--- src/rtl/sid_write_sequencer.sv ---
// Timed register-write player for the SID core: queues {delay, addr, data}
// commands and issues each write after its delay, counted in 1MHz clkEn ticks.
module sid_write_sequencer #(
    parameter int DEPTH   = 16,
    parameter int DELAY_W = 16
) (
    input  logic                     clk,
    input  logic                     iRst,
    input  logic                     clkEn,
    input  logic                     iCmdValid,
    output logic                     oCmdReady,
    input  logic [DELAY_W-1:0]       iCmdDelay,
    input  logic [4:0]               iCmdAddr,
    input  logic [7:0]               iCmdData,
    input  logic                     iPause,
    input  logic                     iFlush,
    output logic                     oWE,
    output logic [4:0]               oAddr,
    output logic [7:0]               oDataW,
    output logic [$clog2(DEPTH):0]   oLevel,
    output logic                     oBusy
);

    localparam int AW = $clog2(DEPTH);
    localparam int LW = AW + 1;
    localparam int CW = DELAY_W + 13;

    typedef enum logic [1:0] {
        ST_IDLE,
        ST_WAIT,
        ST_WRITE
    } state_t;

    state_t               state;
    state_t               stateNext;
    logic [CW-1:0]        mem [DEPTH];
    logic [AW-1:0]        wrPtr;
    logic [AW-1:0]        rdPtr;
    logic [DELAY_W-1:0]   cnt;
    logic [4:0]           holdAddr;
    logic [7:0]           holdData;
    logic                 push;
    logic                 pop;
    logic                 issue;
    logic                 dec;
    logic [CW-1:0]        head;

    assign oCmdReady = (oLevel < LW'(DEPTH));
    assign push      = iCmdValid && oCmdReady && !iFlush;
    assign head      = mem[rdPtr];
    assign oBusy     = (state != ST_IDLE) || (oLevel != '0);

    always_ff @(posedge clk or posedge iRst) begin
        if (iRst) begin
            state <= ST_IDLE;
        end else begin
            state <= stateNext;
        end
    end

    // Flush overrides everything; pause only gates the WAIT state, so IDLE
    // pops and an in-flight WRITE proceed regardless.
    always_comb begin
        stateNext = state;
        pop       = 1'b0;
        issue     = 1'b0;
        dec       = 1'b0;
        if (iFlush) begin
            stateNext = ST_IDLE;
        end else begin
            case (state)
                ST_IDLE: begin
                    if (oLevel != '0) begin
                        pop       = 1'b1;
                        stateNext = ST_WAIT;
                    end
                end
                ST_WAIT: begin
                    if (!iPause) begin
                        if (cnt == '0) begin
                            issue     = 1'b1;
                            stateNext = ST_WRITE;
                        end else if (clkEn) begin
                            dec = 1'b1;
                        end
                    end
                end
                ST_WRITE: begin
                    if (oLevel != '0) begin
                        pop       = 1'b1;
                        stateNext = ST_WAIT;
                    end else begin
                        stateNext = ST_IDLE;
                    end
                end
                default: stateNext = ST_IDLE;
            endcase
        end
    end

    always_ff @(posedge clk) begin
        if (push) begin
            mem[wrPtr] <= {iCmdDelay, iCmdAddr, iCmdData};
        end
    end

    always_ff @(posedge clk or posedge iRst) begin
        if (iRst) begin
            wrPtr    <= '0;
            rdPtr    <= '0;
            oLevel   <= '0;
            cnt      <= '0;
            holdAddr <= '0;
            holdData <= '0;
            oWE      <= 1'b0;
            oAddr    <= '0;
            oDataW   <= '0;
        end else if (iFlush) begin
            wrPtr  <= '0;
            rdPtr  <= '0;
            oLevel <= '0;
            cnt    <= '0;
            oWE    <= 1'b0;
        end else begin
            if (push) begin
                wrPtr <= wrPtr + AW'(1);
            end
            if (pop) begin
                rdPtr    <= rdPtr + AW'(1);
                cnt      <= head[CW-1:13];
                holdAddr <= head[12:8];
                holdData <= head[7:0];
            end else if (dec) begin
                cnt <= cnt - DELAY_W'(1);
            end
            case ({push, pop})
                2'b10:   oLevel <= oLevel + LW'(1);
                2'b01:   oLevel <= oLevel - LW'(1);
                default: oLevel <= oLevel;
            endcase
            oWE <= issue;
            if (issue) begin
                oAddr  <= holdAddr;
                oDataW <= holdData;
            end
        end
    end

endmodule
--- config.mk ---
export PLATFORM = sky130hd
export DESIGN_NAME = sid_write_sequencer
export DESIGN_NICKNAME = d
export VERILOG_FILES = /design/src/rtl/sid_write_sequencer.sv
export SDC_FILE = /design/constraint.sdc
export NUM_CORES = 1
export LEC_CHECK = 0
export CAP_MARGIN = 10
export CORE_ASPECT_RATIO = 0.6
export CORE_MARGIN = 5
export CORE_UTILIZATION = 58
export CTS_BUF_LIST = sky130_fd_sc_hd__clkbuf_8
export DETAILED_ROUTE_END_ITERATION = 16
export PLACE_DENSITY = 0.88
export SLEW_MARGIN = 20
export SYNTH_ARGS = -nofsm -noshare
export SYNTH_HDL_FRONTEND = slang
export SYNTH_SLANG_ARGS = --single-unit
--- constraint.sdc ---
create_clock -name clk -period 3.6 [get_ports clk]
set_clock_uncertainty 0.15 [all_clocks]
set_input_delay 0.36 -clock clk [delete_from_list [all_inputs] [get_ports clk]]
set_output_delay 0.36 -clock clk [all_outputs]
set_load 0.01 [all_outputs]
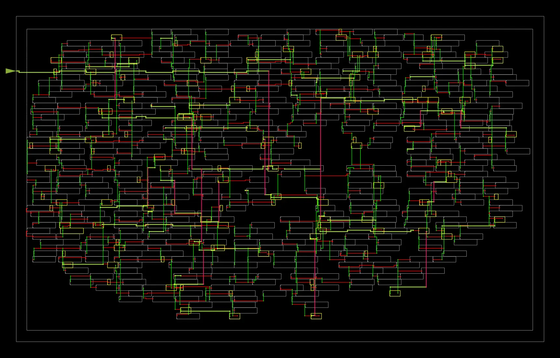
**Above:** clock routing.
Inserted Clock Buffers: 72
CTS Sinks: 522
Power Clock: 4.30 mW

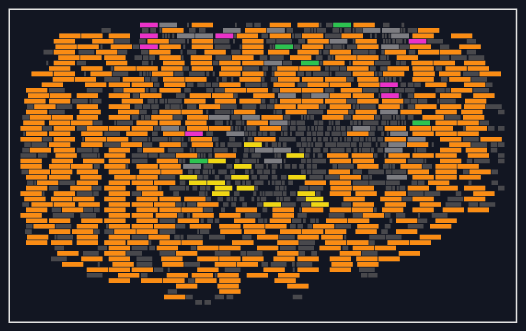
**Above:** sequential cells coloured by netlist name.
Scale: 2 px per micron.
[`mem`] orange | flops: 464 | where: spread over the die
[`oAddr`] green | flops: 5
[`holdData`] magenta | flops: 8
[`cnt`] yellow | flops: 16 | where: middle
sequential-cell power consumption: 7.20 mW
sequential cell area: 15390 sq um
share of cell area taken by flip-flops and latches: 66.02%

==> results.cfg <==
; yosys + openroad results
[outcome]
run_status = finished clean

[final_layout]
comb-cell-share_pct = 21.03
area_dominant_class = registers
post_layout_nonfiller_instances = 1700
clockNetworkAreaShare_pct = 5.796
regMostFlops = mem
non_clock_inverter_count = 9
buffers_excl_clock = 96
combinational_gate_count = 473
largest_register_ffs = 464
final_cell_mix = 464 x edfxtp_1, 103 x mux4_2, 81 x clkbuf_8, 64 x nand2_1, 56 x dfrtp_1
final_core_utilization_pct = 66.71
mostFrequentLayoutCell = edfxtp_1

[final_timing]
grt_setup_unrepaired = no
final_hold_viol_count = 0
worst-slew-pin-transition_ns = 0.8843
timing.final.crit_period_ns = 2.984
timing.final.crit_share_pct = 82.90
setup_viol = 0
slew_margin_rel_pct = 41.05
maxSlewViolCount = 0

[critical_path]
timing.critical_path.depth = 7
reg2regPathDepth = 7
crit_required_ns = 3.94
setup.worst_path.start_class = register
crit_path_cell_trace = inv_1, ha_1, nor4b_1, and4_1, nand2_1, nand2_1, nand2_1
timing.critical_path.buf_inv = 1
critPathKind = reg -> reg
r2r_end = oAddr[4]
worst-r2r-setup-slack_ns = 0.62

[global_routing]
first_global_vias = 11290
globalRoute.totalOverflow = 0
grt_antenna_before_repair = 0
grt_use_met2_pct = 35.17
globalRouteMet3Util_pct = 7.814
pin_count_of_the_biggest_net_entering_global_routing = 68

[floorplan]
fp_util_pct = 58.73
die_h_microns = 155.7
die-area_sq_um = 39380
floorplan.tapcells = 467

[min_path]
hold-path-endpoint = oDataW[7]

[drt]
detail_route.iter0.violations = 1616
met3_routed_wirelength_microns = 6365
drt-pass1-iter-count = 5
wl_met1_microns = 19110
vias = 11120
detailroute.wirelength.met2_microns = 21220
drt-total-wl_microns = 47520

[synth]
post_synth_main_area_contributors = edfxtp_1 68%, mux4_2 11%, dfrtp_1 7.1%
syn_area_sq_um = 20530
adder_share_synth_pct = 0.5486
yosys.stat.seqShare_pct = 74.95
synthMuxAreaShare_pct = 12.76
post_synth_ao_oa_area_fraction_pct = 4.511
synthesis.nets = 1108
xor_area_share_pct = 1.067
most_instantiated_library_cell_after_synthesis = edfxtp_1
yosys.stat.chipArea_sq_um = 20530
edf_count = 464
syn-instance-count = 1064
top_cell_area_share_pct = 67.88

[power]
power_frac_seq_pct = 47.9
power.largest_group = sequential cells
total_leakage_power_nw = 7.710
internal_power_mw = 10.69
ir_drop_worst_case_vdd_mv = 0.3786
portion_of_total_power_attributed_to_the_clock_network_pct = 28.6

[clock_network]
clock_path_buffers = 3
ctsRootBufferMaster = clkbuf_8
cts_tree = done
htree_num_levels = 3
worst_skew_pair.late_latency_ns = 0.63
cts-resized-gates = 0

[placement]
place_congestion = 0.8999
place.port_buffers = 55
dp.cells = 1566
pre_cts_ws_ns = 0.5547
Power and IR drop assume default switching activity.
